**config.mk**
```make
export PLATFORM = sky130hd
export DESIGN_NAME = hpu_vram_arbiter_flat
export DESIGN_NICKNAME = d
export VERILOG_FILES = /design/src/rtl/hpu_pkg.sv /design/src/rtl/hpu_vram_arbiter_if.sv /design/src/rtl/hpu_vram_rsp_pipe.sv /design/src/rtl/hpu_vram_arbiter.sv /design/src/flat_wrapper.sv
export SDC_FILE = /design/constraint.sdc
export NUM_CORES = 1
export LEC_CHECK = 0
export ABC_CLOCK_PERIOD_IN_PS = 1580
export CAP_MARGIN = 20
export CORE_MARGIN = 5
export CORE_UTILIZATION = 31
export CTS_BUF_LIST = sky130_fd_sc_hd__clkbuf_8 sky130_fd_sc_hd__clkbuf_16
export DETAILED_ROUTE_END_ITERATION = 6
export PLACE_DENSITY = 0.92
export SLEW_MARGIN = 20
export SYNTH_ARGS = -nofsm -noshare
export SYNTH_HDL_FRONTEND = slang
export SYNTH_SLANG_ARGS = --single-unit
```
**constraint.sdc**
```tcl
create_clock -name clk -period 1.58 [get_ports clk]
set_clock_uncertainty 0.1 [all_clocks]
set_input_delay 0.316 -clock clk [delete_from_list [all_inputs] [get_ports clk]]
set_output_delay 0.316 -clock clk [all_outputs]
set_load 0.005 [all_outputs]
```
**src/rtl/hpu_pkg.sv**
```systemverilog
// Shared types and constants for the HPU video memory arbiter.
// Holds the arbiter state/owner enums and VRAM bus widths.
package hpu_pkg;

  typedef enum logic [0:0] {
    S_ACTIVE,
    S_BLANK
  } arb_state_t;

  typedef enum logic [1:0] {
    OWN_NONE,
    OWN_HPU,
    OWN_HOST
  } arb_owner_t;

  localparam int VRAM_AW  = 16;
  localparam int VRAM_DW  = 8;
  localparam int RASTER_W = 10;

endpackage

```
**src/rtl/hpu_vram_arbiter_if.sv**
```systemverilog
// VRAM arbiter bus: raster position, HPU and host request ports, memory port.
// slave = arbiter side, master = requesters plus external memory side.
interface hpu_vram_arbiter_if;
  import hpu_pkg::*;

  logic [RASTER_W-1:0] true_line;
  logic [RASTER_W-1:0] true_column;

  logic               hpu_req;
  logic [VRAM_AW-1:0] hpu_addr;
  logic               hpu_gnt;
  logic               hpu_rvalid;
  logic [VRAM_DW-1:0] hpu_rdata;

  logic               host_req;
  logic               host_we;
  logic [VRAM_AW-1:0] host_addr;
  logic [VRAM_DW-1:0] host_wdata;
  logic               host_gnt;
  logic               host_rvalid;
  logic [VRAM_DW-1:0] host_rdata;

  logic [VRAM_AW-1:0] mem_addr;
  logic [VRAM_DW-1:0] mem_wdata;
  logic               mem_we;
  logic               mem_en;
  logic [VRAM_DW-1:0] mem_rdata;

  modport slave (
    input  true_line,
    input  true_column,
    input  hpu_req,
    input  hpu_addr,
    output hpu_gnt,
    output hpu_rvalid,
    output hpu_rdata,
    input  host_req,
    input  host_we,
    input  host_addr,
    input  host_wdata,
    output host_gnt,
    output host_rvalid,
    output host_rdata,
    output mem_addr,
    output mem_wdata,
    output mem_we,
    output mem_en,
    input  mem_rdata
  );

  modport master (
    output true_line,
    output true_column,
    output hpu_req,
    output hpu_addr,
    input  hpu_gnt,
    input  hpu_rvalid,
    input  hpu_rdata,
    output host_req,
    output host_we,
    output host_addr,
    output host_wdata,
    input  host_gnt,
    input  host_rvalid,
    input  host_rdata,
    input  mem_addr,
    input  mem_wdata,
    input  mem_we,
    input  mem_en,
    output mem_rdata
  );

endinterface

```
**src/rtl/hpu_vram_rsp_pipe.sv**
```systemverilog
// Two-stage owner tag pipeline steering mem_rdata to HPU or host.
// Ports: clk, reset (async, low), own (grant tag), mem_rdata in; rvalid/rdata out.
module hpu_vram_rsp_pipe
  import hpu_pkg::*;
(
  input  logic               clk,
  input  logic               reset,
  input  arb_owner_t         own,
  input  logic [VRAM_DW-1:0] mem_rdata,
  output logic               hpu_rvalid,
  output logic [VRAM_DW-1:0] hpu_rdata,
  output logic               host_rvalid,
  output logic [VRAM_DW-1:0] host_rdata
);

  arb_owner_t own_q1;
  arb_owner_t own_q2;

  always_ff @(posedge clk or negedge reset) begin
    if (!reset) begin
      own_q1 <= OWN_NONE;
      own_q2 <= OWN_NONE;
    end else begin
      own_q1 <= own;
      own_q2 <= own_q1;
    end
  end

  assign hpu_rvalid  = (own_q2 == OWN_HPU);
  assign host_rvalid = (own_q2 == OWN_HOST);

  // Data is forced to zero outside its valid cycle so idle
  // outputs never leak another requester's read data.
  assign hpu_rdata  = hpu_rvalid  ? mem_rdata : '0;
  assign host_rdata = host_rvalid ? mem_rdata : '0;

endmodule

```
**src/rtl/hpu_vram_arbiter.sv**
```systemverilog
// Video memory arbiter: HPU owns active display, host owns blanking.
// Ports: clk, reset (async, low), bus (slave). Option: HPU_VRAM_HOST_FAIRNESS_EN.
module hpu_vram_arbiter
  import hpu_pkg::*;
#(
  parameter int ACTIVE_W = 512,
  parameter int ACTIVE_H = 480,
  parameter int MAX_WAIT = 15
) (
  input  logic                clk,
  input  logic                reset,
  hpu_vram_arbiter_if.slave   bus
);

  localparam int WAIT_W =
    ($clog2(MAX_WAIT + 1) > 4) ? $clog2(MAX_WAIT + 1) : 4;

  logic       blank;
  arb_state_t state;
  arb_state_t state_nxt;
  logic       host_boost;
  logic       hpu_gnt;
  logic       host_gnt;
  arb_owner_t own;

  logic [VRAM_AW-1:0] mem_addr;
  logic [VRAM_DW-1:0] mem_wdata;
  logic               mem_we;
  logic               mem_en;

  assign blank =
    (bus.true_column >= RASTER_W'(ACTIVE_W)) ||
    (bus.true_line   >= RASTER_W'(ACTIVE_H));

  always_ff @(posedge clk or negedge reset) begin
    if (!reset) begin
      state <= S_ACTIVE;
    end else begin
      state <= state_nxt;
    end
  end

  always_comb begin
    state_nxt = state;
    case (state)
      S_ACTIVE: if (blank)  state_nxt = S_BLANK;
      S_BLANK:  if (!blank) state_nxt = S_ACTIVE;
      default:  state_nxt = S_ACTIVE;
    endcase
  end

`ifdef HPU_VRAM_HOST_FAIRNESS_EN
  localparam logic [WAIT_W-1:0] WAIT_MAX = WAIT_W'(MAX_WAIT);

  logic [WAIT_W-1:0] wait_cnt;

  // Counts host losses in active display; saturates at the
  // limit so the host keeps its boost until it is served.
  always_ff @(posedge clk or negedge reset) begin
    if (!reset) begin
      wait_cnt <= '0;
    end else if (state == S_BLANK || host_gnt) begin
      wait_cnt <= '0;
    end else if (bus.host_req && wait_cnt != WAIT_MAX) begin
      wait_cnt <= wait_cnt + 1'b1;
    end
  end

  assign host_boost = (wait_cnt >= WAIT_MAX);
`else
  logic [WAIT_W-1:0] unused_max_wait;

  assign unused_max_wait = WAIT_W'(MAX_WAIT);
  assign host_boost      = 1'b0;
`endif

  // Grants are suppressed while reset is held so every
  // output reads zero during reset.
  always_comb begin
    hpu_gnt  = 1'b0;
    host_gnt = 1'b0;
    if (reset) begin
      unique case (1'b1)
        bus.hpu_req && bus.host_req: begin
          if (state == S_BLANK || host_boost) begin
            host_gnt = 1'b1;
          end else begin
            hpu_gnt = 1'b1;
          end
        end
        bus.hpu_req && !bus.host_req: hpu_gnt  = 1'b1;
        !bus.hpu_req && bus.host_req: host_gnt = 1'b1;
        default: ;
      endcase
    end
  end

  always_comb begin
    own = OWN_NONE;
    if (hpu_gnt) begin
      own = OWN_HPU;
    end else if (host_gnt && !bus.host_we) begin
      own = OWN_HOST;
    end
  end

  always_ff @(posedge clk or negedge reset) begin
    if (!reset) begin
      mem_en    <= 1'b0;
      mem_we    <= 1'b0;
      mem_addr  <= '0;
      mem_wdata <= '0;
    end else begin
      mem_en <= hpu_gnt || host_gnt;
      if (hpu_gnt) begin
        mem_we    <= 1'b0;
        mem_addr  <= bus.hpu_addr;
        mem_wdata <= '0;
      end else if (host_gnt) begin
        mem_we    <= bus.host_we;
        mem_addr  <= bus.host_addr;
        mem_wdata <= bus.host_wdata;
      end else begin
        mem_we    <= 1'b0;
        mem_addr  <= '0;
        mem_wdata <= '0;
      end
    end
  end

  assign bus.hpu_gnt   = hpu_gnt;
  assign bus.host_gnt  = host_gnt;
  assign bus.mem_en    = mem_en;
  assign bus.mem_we    = mem_we;
  assign bus.mem_addr  = mem_addr;
  assign bus.mem_wdata = mem_wdata;

  hpu_vram_rsp_pipe u_rsp (
    .clk         (clk),
    .reset       (reset),
    .own         (own),
    .mem_rdata   (bus.mem_rdata),
    .hpu_rvalid  (bus.hpu_rvalid),
    .hpu_rdata   (bus.hpu_rdata),
    .host_rvalid (bus.host_rvalid),
    .host_rdata  (bus.host_rdata)
  );

endmodule

```
**src/flat_wrapper.sv**
```systemverilog
// flat-port wrapper written by rule: the top's interface ports become plain ports
module hpu_vram_arbiter_flat import hpu_pkg::*;
#(
  parameter int ACTIVE_W = 512,
  parameter int ACTIVE_H = 480,
  parameter int MAX_WAIT = 15
)
  (clk, reset, bus_true_line, bus_true_column, bus_hpu_req, bus_hpu_addr, bus_hpu_gnt, bus_hpu_rvalid, bus_hpu_rdata, bus_host_req, bus_host_we, bus_host_addr, bus_host_wdata, bus_host_gnt, bus_host_rvalid, bus_host_rdata, bus_mem_addr, bus_mem_wdata, bus_mem_we, bus_mem_en, bus_mem_rdata);
  hpu_vram_arbiter_if bus_i ();
  input  logic clk;
  input  logic reset;
  input wire logic [$bits(bus_i.true_line)-1:0] bus_true_line;
  input wire logic [$bits(bus_i.true_column)-1:0] bus_true_column;
  input wire logic [$bits(bus_i.hpu_req)-1:0] bus_hpu_req;
  input wire logic [$bits(bus_i.hpu_addr)-1:0] bus_hpu_addr;
  output wire logic [$bits(bus_i.hpu_gnt)-1:0] bus_hpu_gnt;
  output wire logic [$bits(bus_i.hpu_rvalid)-1:0] bus_hpu_rvalid;
  output wire logic [$bits(bus_i.hpu_rdata)-1:0] bus_hpu_rdata;
  input wire logic [$bits(bus_i.host_req)-1:0] bus_host_req;
  input wire logic [$bits(bus_i.host_we)-1:0] bus_host_we;
  input wire logic [$bits(bus_i.host_addr)-1:0] bus_host_addr;
  input wire logic [$bits(bus_i.host_wdata)-1:0] bus_host_wdata;
  output wire logic [$bits(bus_i.host_gnt)-1:0] bus_host_gnt;
  output wire logic [$bits(bus_i.host_rvalid)-1:0] bus_host_rvalid;
  output wire logic [$bits(bus_i.host_rdata)-1:0] bus_host_rdata;
  output wire logic [$bits(bus_i.mem_addr)-1:0] bus_mem_addr;
  output wire logic [$bits(bus_i.mem_wdata)-1:0] bus_mem_wdata;
  output wire logic [$bits(bus_i.mem_we)-1:0] bus_mem_we;
  output wire logic [$bits(bus_i.mem_en)-1:0] bus_mem_en;
  input wire logic [$bits(bus_i.mem_rdata)-1:0] bus_mem_rdata;
  assign bus_i.true_line = bus_true_line;
  assign bus_i.true_column = bus_true_column;
  assign bus_i.hpu_req = bus_hpu_req;
  assign bus_i.hpu_addr = bus_hpu_addr;
  assign bus_hpu_gnt = bus_i.hpu_gnt;
  assign bus_hpu_rvalid = bus_i.hpu_rvalid;
  assign bus_hpu_rdata = bus_i.hpu_rdata;
  assign bus_i.host_req = bus_host_req;
  assign bus_i.host_we = bus_host_we;
  assign bus_i.host_addr = bus_host_addr;
  assign bus_i.host_wdata = bus_host_wdata;
  assign bus_host_gnt = bus_i.host_gnt;
  assign bus_host_rvalid = bus_i.host_rvalid;
  assign bus_host_rdata = bus_i.host_rdata;
  assign bus_mem_addr = bus_i.mem_addr;
  assign bus_mem_wdata = bus_i.mem_wdata;
  assign bus_mem_we = bus_i.mem_we;
  assign bus_mem_en = bus_i.mem_en;
  assign bus_i.mem_rdata = bus_mem_rdata;
  hpu_vram_arbiter #(.ACTIVE_W(ACTIVE_W), .ACTIVE_H(ACTIVE_H), .MAX_WAIT(MAX_WAIT)) u_core (.clk(clk), .reset(reset), .bus(bus_i));
endmodule
```
Fig. 1: placement view
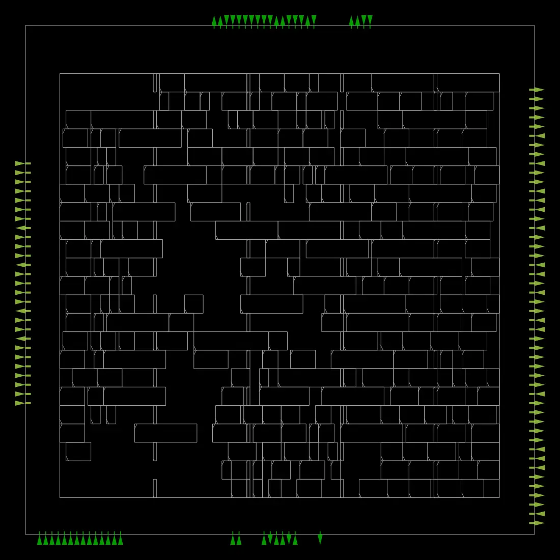
Core Area: 4060 µm²
flip-flops: 31
Seq area share: 0.286
final cell count without fillers: 299
Tap Cells: 50

Fig. 2: clock network drawn from the DEF
(8 px per µm)
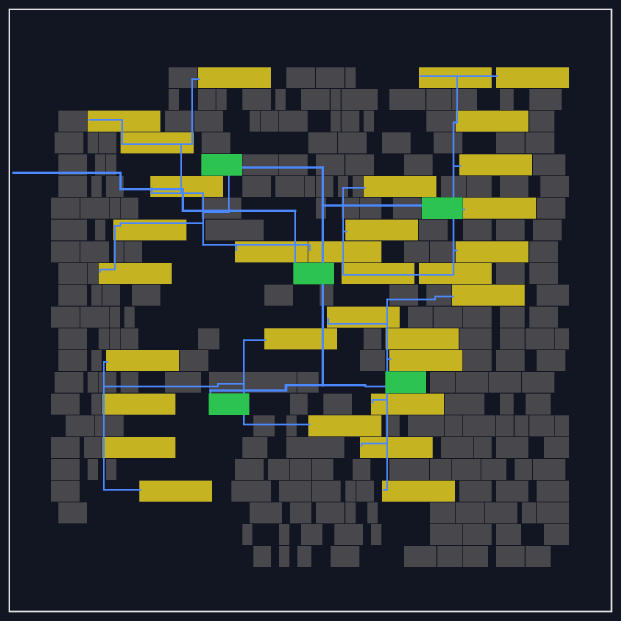
Key: green = clock drivers [count 5]; blue = clock wires [length 394 µm]; yellow = flip-flops [count 31]
There are 6 routed clock nets.
Clk. pwr: 0.000797 W
Clk pwr share: 0.382
Late-Pin Clk Latency: 0.28 ns

Fig. 3: routed metal, one color a layer
(4 px per µm) Only two layers are drawn.
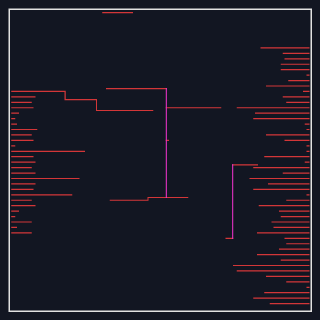
Key: red = metal 3 [wire length 637 µm]; magenta = metal 4 [wire length 45.6 µm]
wire length per cell: 15.2 µm
gr usage total: 0.161
vias post-DR: 1339
Routed WL: 4.53 mm

Fig. 4: placed cells, one color a class
(4 px per µm) Fill, decap, tap and diode cells in gray.
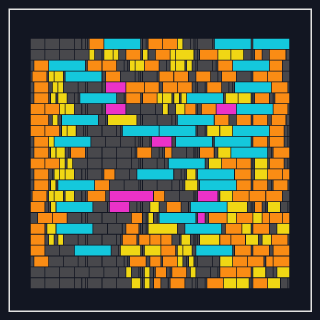
Key: cyan = sequential cells [cells 31, share of their area 29%]; magenta = clock drivers and dummy loads [cells 8, share of their area 4.4%]; orange = remaining buffers and delay cells [cells 121, share of their area 45%]; yellow = combinational and other logic [cells 89, share of their area 22%]

Fig. 5: power grid
(4 px per µm) Pins as bars on the die edge.
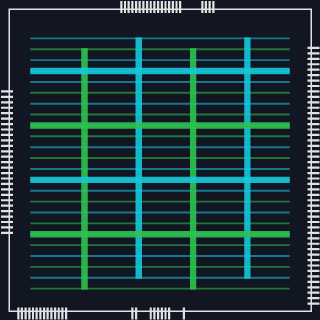
Key: cyan = VDD; green = VSS
4 straps on met5. 4 straps on met4. 119 signal pins sit on the boundary. The core has 23 rows. 24 met1 rails follow the rows.
die height: 75.1 µm
peak supply drop: 381 µV
Die Width: 75.1 µm

==> metrics.csv <==
metric,value,unit
"top comb family, area",simple AND/OR/NAND/NOR gates,
Final #Nets,321,
top cells by area,"dfrtp_1 59%, nand2_1 9.7%, and2_1 7.6%, o22ai_1 7.6%, and2_4 6.0%",
Slew Limit Fails,0,
Final WS setup,-0.174,ns
M1 wire length,1.56,mm
failing checks,negative setup slack,
met2 usage,0.289,
Starting DRT DRC Count,70,
CP max FO,6,
stage-log warning count,42,
Final setup viols,16,
combinational power share,0.211,
antenna violations before repair,0,
Simple-Gate Area Share,0.287,
sequential share of power,0.407,
syn_area_per_cell,10.3,µm²
"mux frac, synth",0,
yosys aoi share,0.0762,
fp util,0.324,
Max Used Layer,met4,
#FFs+latches synth,31,
first-pass detailed-route iteration total,4,
cell area power density,770,nW/µm²
I/O pins,119,
Post-synth EDFFs,0,
Worst Setup Start Kind,register,
Synth top cells by count,"34 x nand2_1, 31 x dfrtp_1, 16 x and2_1, 16 x o22ai_1, 9 x and2_4",
drt drc,0,
cell area after synthesis,1310,µm²
worst reg2reg setup slack,0.09,ns
met1 track demand over resource,0.171,
final hold viol count,0,
Biggest register,u_core.bus.mem_addr,
Chip Area,5640,µm²
syn nets,201,
max cap viols,0,
Bufs on Longest Clock Path,2,
HP Class,input pin to async pin,
ant diodes,0,
crit path kind,register to output port,
outcome,"finished, violations left",
==> stage by stage <==
step / hold WS, ns / cells / util
finish: 0.0253 / 299 / 0.668
global route: 0.0611 / 299 / 0.668
CTS: 0.0236 / 301 / 0.660
detailed placement: 0.236 / 280 / 0.593
global placement: 0.238 / 280 / 0.593
floorplan: -0.0796 / 128 / -
==> worst max-delay path, stage by stage, from the launching register on <==
cell	delay, ns
dfrtp_1	0.39
buf_6	0.13
nor2b_4	0.12
buf_6	0.12
buf_6	0.09
and2_4	0.13
buf_6	0.09
==> cell type report <==
type | instances | area (µm²)
fillers | 318 | 1350
repair buffers | 121 | 1180
flip-flops and latches | 31 | 776
multi-input cells | 88 | 572
clock buffers | 6 | 82.6
well taps | 50 | 62.6
clock inverters | 2 | 35.0
inverters | 1 | 3.75
Power and IR drop assume default switching activity.
